==> images/clock_nets.png <==
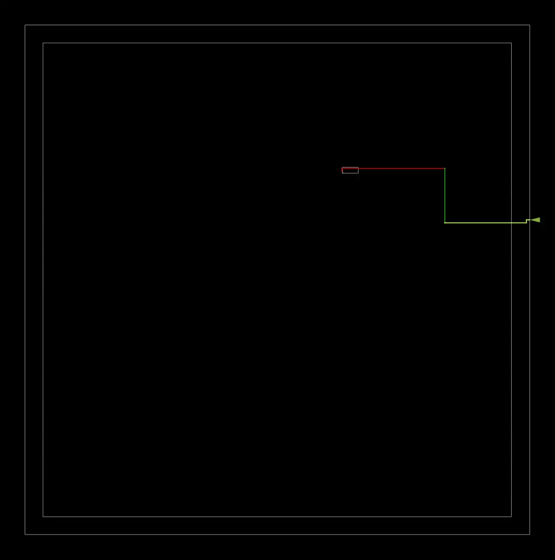
==> images/util_map.png <==
Drawn at 1 px/um. The die is cut into 23 by 23 equal tiles; dark purple is low, yellow is high, 0 to 100% covered.
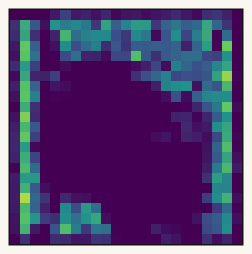
==> images/sizing.png <==
Drawn at 2 px/um.
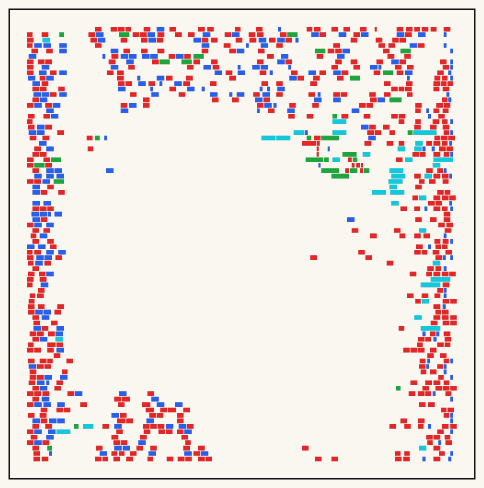
==> images/port_trees.png <==
Drawn at 1.5 px/um.
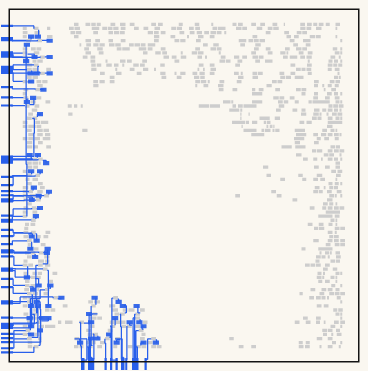
==> images/gates.png <==
Drawn at 2 px/um.
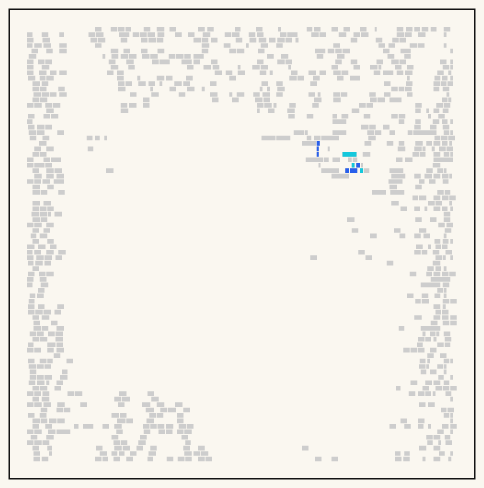
## src/rtl/operand_pc_select.sv

```systemverilog
// -----------------------------------------------------------------------------
// operand_pc_select
//
// Datapath steering for the single-cycle RV64 core. It picks ALU operand A
// (rs1 or pc) and ALU operand B (rs2 or immediate), and it picks the next PC
// (pc+4, jump target, JALR target or conditional branch target).
//
// The operand and next-PC paths are purely combinational. Reset does not gate
// them. Only redirect_q and, when enabled, misalign_err are clocked.
//
// Optional feature macro: OPSEL_MISALIGN_CHECK_EN
//   defined   : misalign_err is a sticky flag. It is set when a redirect
//               target has next_pc[1:0] != 0 and is cleared only by reset.
//   undefined : misalign_err is tied to 0 and no flop is built.
//
// Ports
//   clock        in   1     system clock
//   reset        in   1     synchronous, active-high reset
//   pc           in   XLEN  current PC
//   rs1, rs2     in   XLEN  register-file read data
//   immediate    in   XLEN  sign-extended immediate
//   A_select     in   1     0 = rs1, 1 = pc
//   B_select     in   1     0 = rs2, 1 = immediate
//   pc_plus4     in   XLEN  sequential PC, computed externally
//   alu_result   in   XLEN  jump / branch target from the ALU
//   pc_select    in   2     00 seq, 01 jal, 10 jalr, 11 branch
//   br_taken     in   1     branch comparator result (used only for 11)
//   amuxOutput   out  XLEN  ALU operand A
//   bmuxOutput   out  XLEN  ALU operand B
//   next_pc      out  XLEN  next PC
//   redirect     out  1     next_pc source is not pc_plus4
//   redirect_q   out  1     redirect, registered
//   misalign_err out  1     sticky misaligned-target flag
// -----------------------------------------------------------------------------
module operand_pc_select #(
  parameter int XLEN = 64
) (
  input  logic            clock,
  input  logic            reset,
  input  logic [XLEN-1:0] pc,
  input  logic [XLEN-1:0] rs1,
  input  logic [XLEN-1:0] rs2,
  input  logic [XLEN-1:0] immediate,
  input  logic            A_select,
  input  logic            B_select,
  input  logic [XLEN-1:0] pc_plus4,
  input  logic [XLEN-1:0] alu_result,
  input  logic [1:0]      pc_select,
  input  logic            br_taken,
  output logic [XLEN-1:0] amuxOutput,
  output logic [XLEN-1:0] bmuxOutput,
  output logic [XLEN-1:0] next_pc,
  output logic            redirect,
  output logic            redirect_q,
  output logic            misalign_err
);

  localparam logic [1:0] PC_SEQ    = 2'b00;
  localparam logic [1:0] PC_JAL    = 2'b01;
  localparam logic [1:0] PC_JALR   = 2'b10;
  localparam logic [1:0] PC_BRANCH = 2'b11;

  logic [XLEN-1:0] w_next_pc;
  logic            w_redirect;
  logic            r_redirect_q;

  // Operand muxes. The ternary lets an unknown select propagate as X.
  assign amuxOutput = A_select ? pc        : rs1;
  assign bmuxOutput = B_select ? immediate : rs2;

  // Next-PC mux and redirect decode.
  // NOTE: every always_comb output gets a default before the case. This rules
  // out an inferred latch on any path the case does not cover.
  always_comb begin
    w_next_pc  = 'x;
    w_redirect = 1'bx;
    case (pc_select)
      PC_SEQ: begin
        w_next_pc  = pc_plus4;
        w_redirect = 1'b0;
      end
      PC_JAL: begin
        w_next_pc  = alu_result;
        w_redirect = 1'b1;
      end
      PC_JALR: begin
        w_next_pc  = {alu_result[XLEN-1:1], 1'b0};
        w_redirect = 1'b1;
      end
      PC_BRANCH: begin
        // redirect follows the chosen path, not a value compare. A taken
        // branch whose target equals pc_plus4 still counts as a redirect.
        w_next_pc  = br_taken ? alu_result : pc_plus4;
        w_redirect = br_taken;
      end
      default: begin
        // Unknown select: leave the X defaults in place so they propagate.
        w_next_pc  = 'x;
        w_redirect = 1'bx;
      end
    endcase
  end

  assign next_pc  = w_next_pc;
  assign redirect = w_redirect;

  // Registered redirect for the flush / trace logic.
  // NOTE: sequential state uses non-blocking assignment. All flops then sample
  // the pre-edge values, with no ordering race between always_ff blocks.
  always_ff @(posedge clock) begin
    if (reset) r_redirect_q <= 1'b0;
    else       r_redirect_q <= w_redirect;
  end

  assign redirect_q = r_redirect_q;

`ifdef OPSEL_MISALIGN_CHECK_EN
  logic r_misalign_err;

  // Sticky flag. Reset wins over a set on the same edge.
  always_ff @(posedge clock) begin
    if (reset)
      r_misalign_err <= 1'b0;
    else if (w_redirect && (w_next_pc[1:0] != 2'b00))
      r_misalign_err <= 1'b1;
  end

  assign misalign_err = r_misalign_err;
`else
  assign misalign_err = 1'b0;
`endif

endmodule

```

## config.mk

```make
export PLATFORM = sky130hd
export DESIGN_NAME = operand_pc_select
export DESIGN_NICKNAME = d
export VERILOG_FILES = /design/src/rtl/operand_pc_select.sv
export SDC_FILE = /design/constraint.sdc
export NUM_CORES = 1
export LEC_CHECK = 0
export CAP_MARGIN = 0
export CORE_AREA = 8 8 224 226
export CTS_CLUSTER_DIAMETER = 200
export DETAILED_ROUTE_END_ITERATION = 12
export DIE_AREA = 0 0 232 234
export HOLD_SLACK_MARGIN = 0.06
export MAX_ROUTING_LAYER = met4
export PLACE_DENSITY = 0.37
export SLEW_MARGIN = 20
export SYNTH_ARGS = -nofsm -noshare
export SYNTH_HDL_FRONTEND = slang
export SYNTH_SLANG_ARGS = --single-unit
export TNS_END_PERCENT = 1
```

## constraint.sdc

```tcl
create_clock -name clock -period 1.2 [get_ports clock]
set_input_delay 0.12 -clock clock [delete_from_list [all_inputs] [get_ports clock]]
set_output_delay 0.12 -clock clock [all_outputs]
set_load 0.01 [all_outputs]
```

==> results.py <==
# Metrics from the implementation run
metrics = {
    "run_status": {
        "outcome": "complete, but fails checks",
        "violations": "negative setup slack",
    },
    "final_layout": {
        "layout_top_cells": "387 x clkdlybuf4s50_1, 116 x mux2_2, 72 x buf_2",
        "mi_logic_area_sq_um": 2240,
        "fill_cells": 5260,
        "final_nets": 1214,
        "largest_register_ffs": 1,
        "seq_share": 0.00223,
    },
    "yosys": {
        "logic_family": "multiplexers",
        "most_common_cell": "mux2_2",
        "edf_count": 0,
        "ys_sh_mux": 0.607,
        "xor_area_frac": 0,
        "yosysTopAreaCellShare": 0.607,
        "async_flop_share": 0,
        "ys.warnings.count": 0,
        "netlist_area_sq_um": 2370,
        "ys_sh_simple": 0.0221,
        "synth_cells": 239,
    },
    "sta": {
        "setup_tns_ns": -26.18,
        "setup_viol": 92,
        "timing.final.ws_setup_ns": -0.420,
        "period_minus_slack_ns": 1.62,
        "clock.fmax_mhz": 617,
    },
    "cts": {
        "cts_hold_buf": 0,
        "post_cts_buffers": 4,
    },
    "placement": {
        "place_hpwl_um": 26500,
        "io_buffers": 584,
        "place_inst": 1424,
    },
    "power": {
        "power_leader": "combinational cells",
        "p_seq_frac": 0.010,
        "ir_drop_uv": 183,
    },
    "floorplanning": {
        "io_pins": 586,
        "tap_cells": 615,
        "dieHeight_um": 234,
        "die_area_sq_um": 54300,
    },
    "global_route": {
        "grt.busiest_layer": "met2",
        "grt_max_degree": 39,
        "grt.total_usage": 0.0980,
    },
    "route": {
        "wirelength_um": 29500,
        "first_iter_violations": 48,
        "wire_per_inst_um": 20.6,
        "met3WireLength_um": 2350,
        "post-route-drc-count": 0,
    },
    "hold_path": {
        "holdPathEnd": "redirect_q$_SDFF_PP0_",
        "hold_start": "pc_select[0]",
    },
    "setup_path": {
        "path_common_cell": "buf_6",
        "worstSetupPathType": "in -> out",
        "cp_data_required_time_ns": 1.08,
        "worst-path-stages": 9,
        "path_cells": "buf_8, buf_6, ha_4, a211oi_4, nor2_4, buf_6, buf_12, a22o_1, buf_2",
        "critPathCaptureType": "output port",
        "crit_fanout": 16,
    },
}
Back to the opening pictures, clock_nets.png:
Power Clock: 0.00000258 mW
Flops: 1

Back to the opening pictures, util_map.png:
The emptiest ninth of the die: centre. 0.80% of the tiles are over 75% full. The fullest tile reaches 88%. The mean over all tiles is 15%. 47% of the tiles are nearly empty.

Back to the opening pictures, sizing.png:
x2: marked blue, cells 233, most used mux2_2. x1 and smaller: marked red, cells 519, most used clkdlybuf4s50_1. x6 and larger: marked cyan, cells 35, most used buf_6. x3 and x4: marked green, cells 30, most used mux2_4.

Back to the opening pictures, port_trees.png:
rs2: marked blue, bits 64, direction input, edge 47 west, 17 south, end cells 64, buffers 64, wire 1,710 um.

Back to the opening pictures, gates.png:
nor cells: marked blue, cells 6. aoi and oai cells: marked cyan, cells 3, most used o21ai_0.
Final Non-Filler Cells: 1,436
logic share of the area: 0.249
most numerous logic cell after layout: clkdlybuf4s50_1

Power and IR drop assume default switching activity.
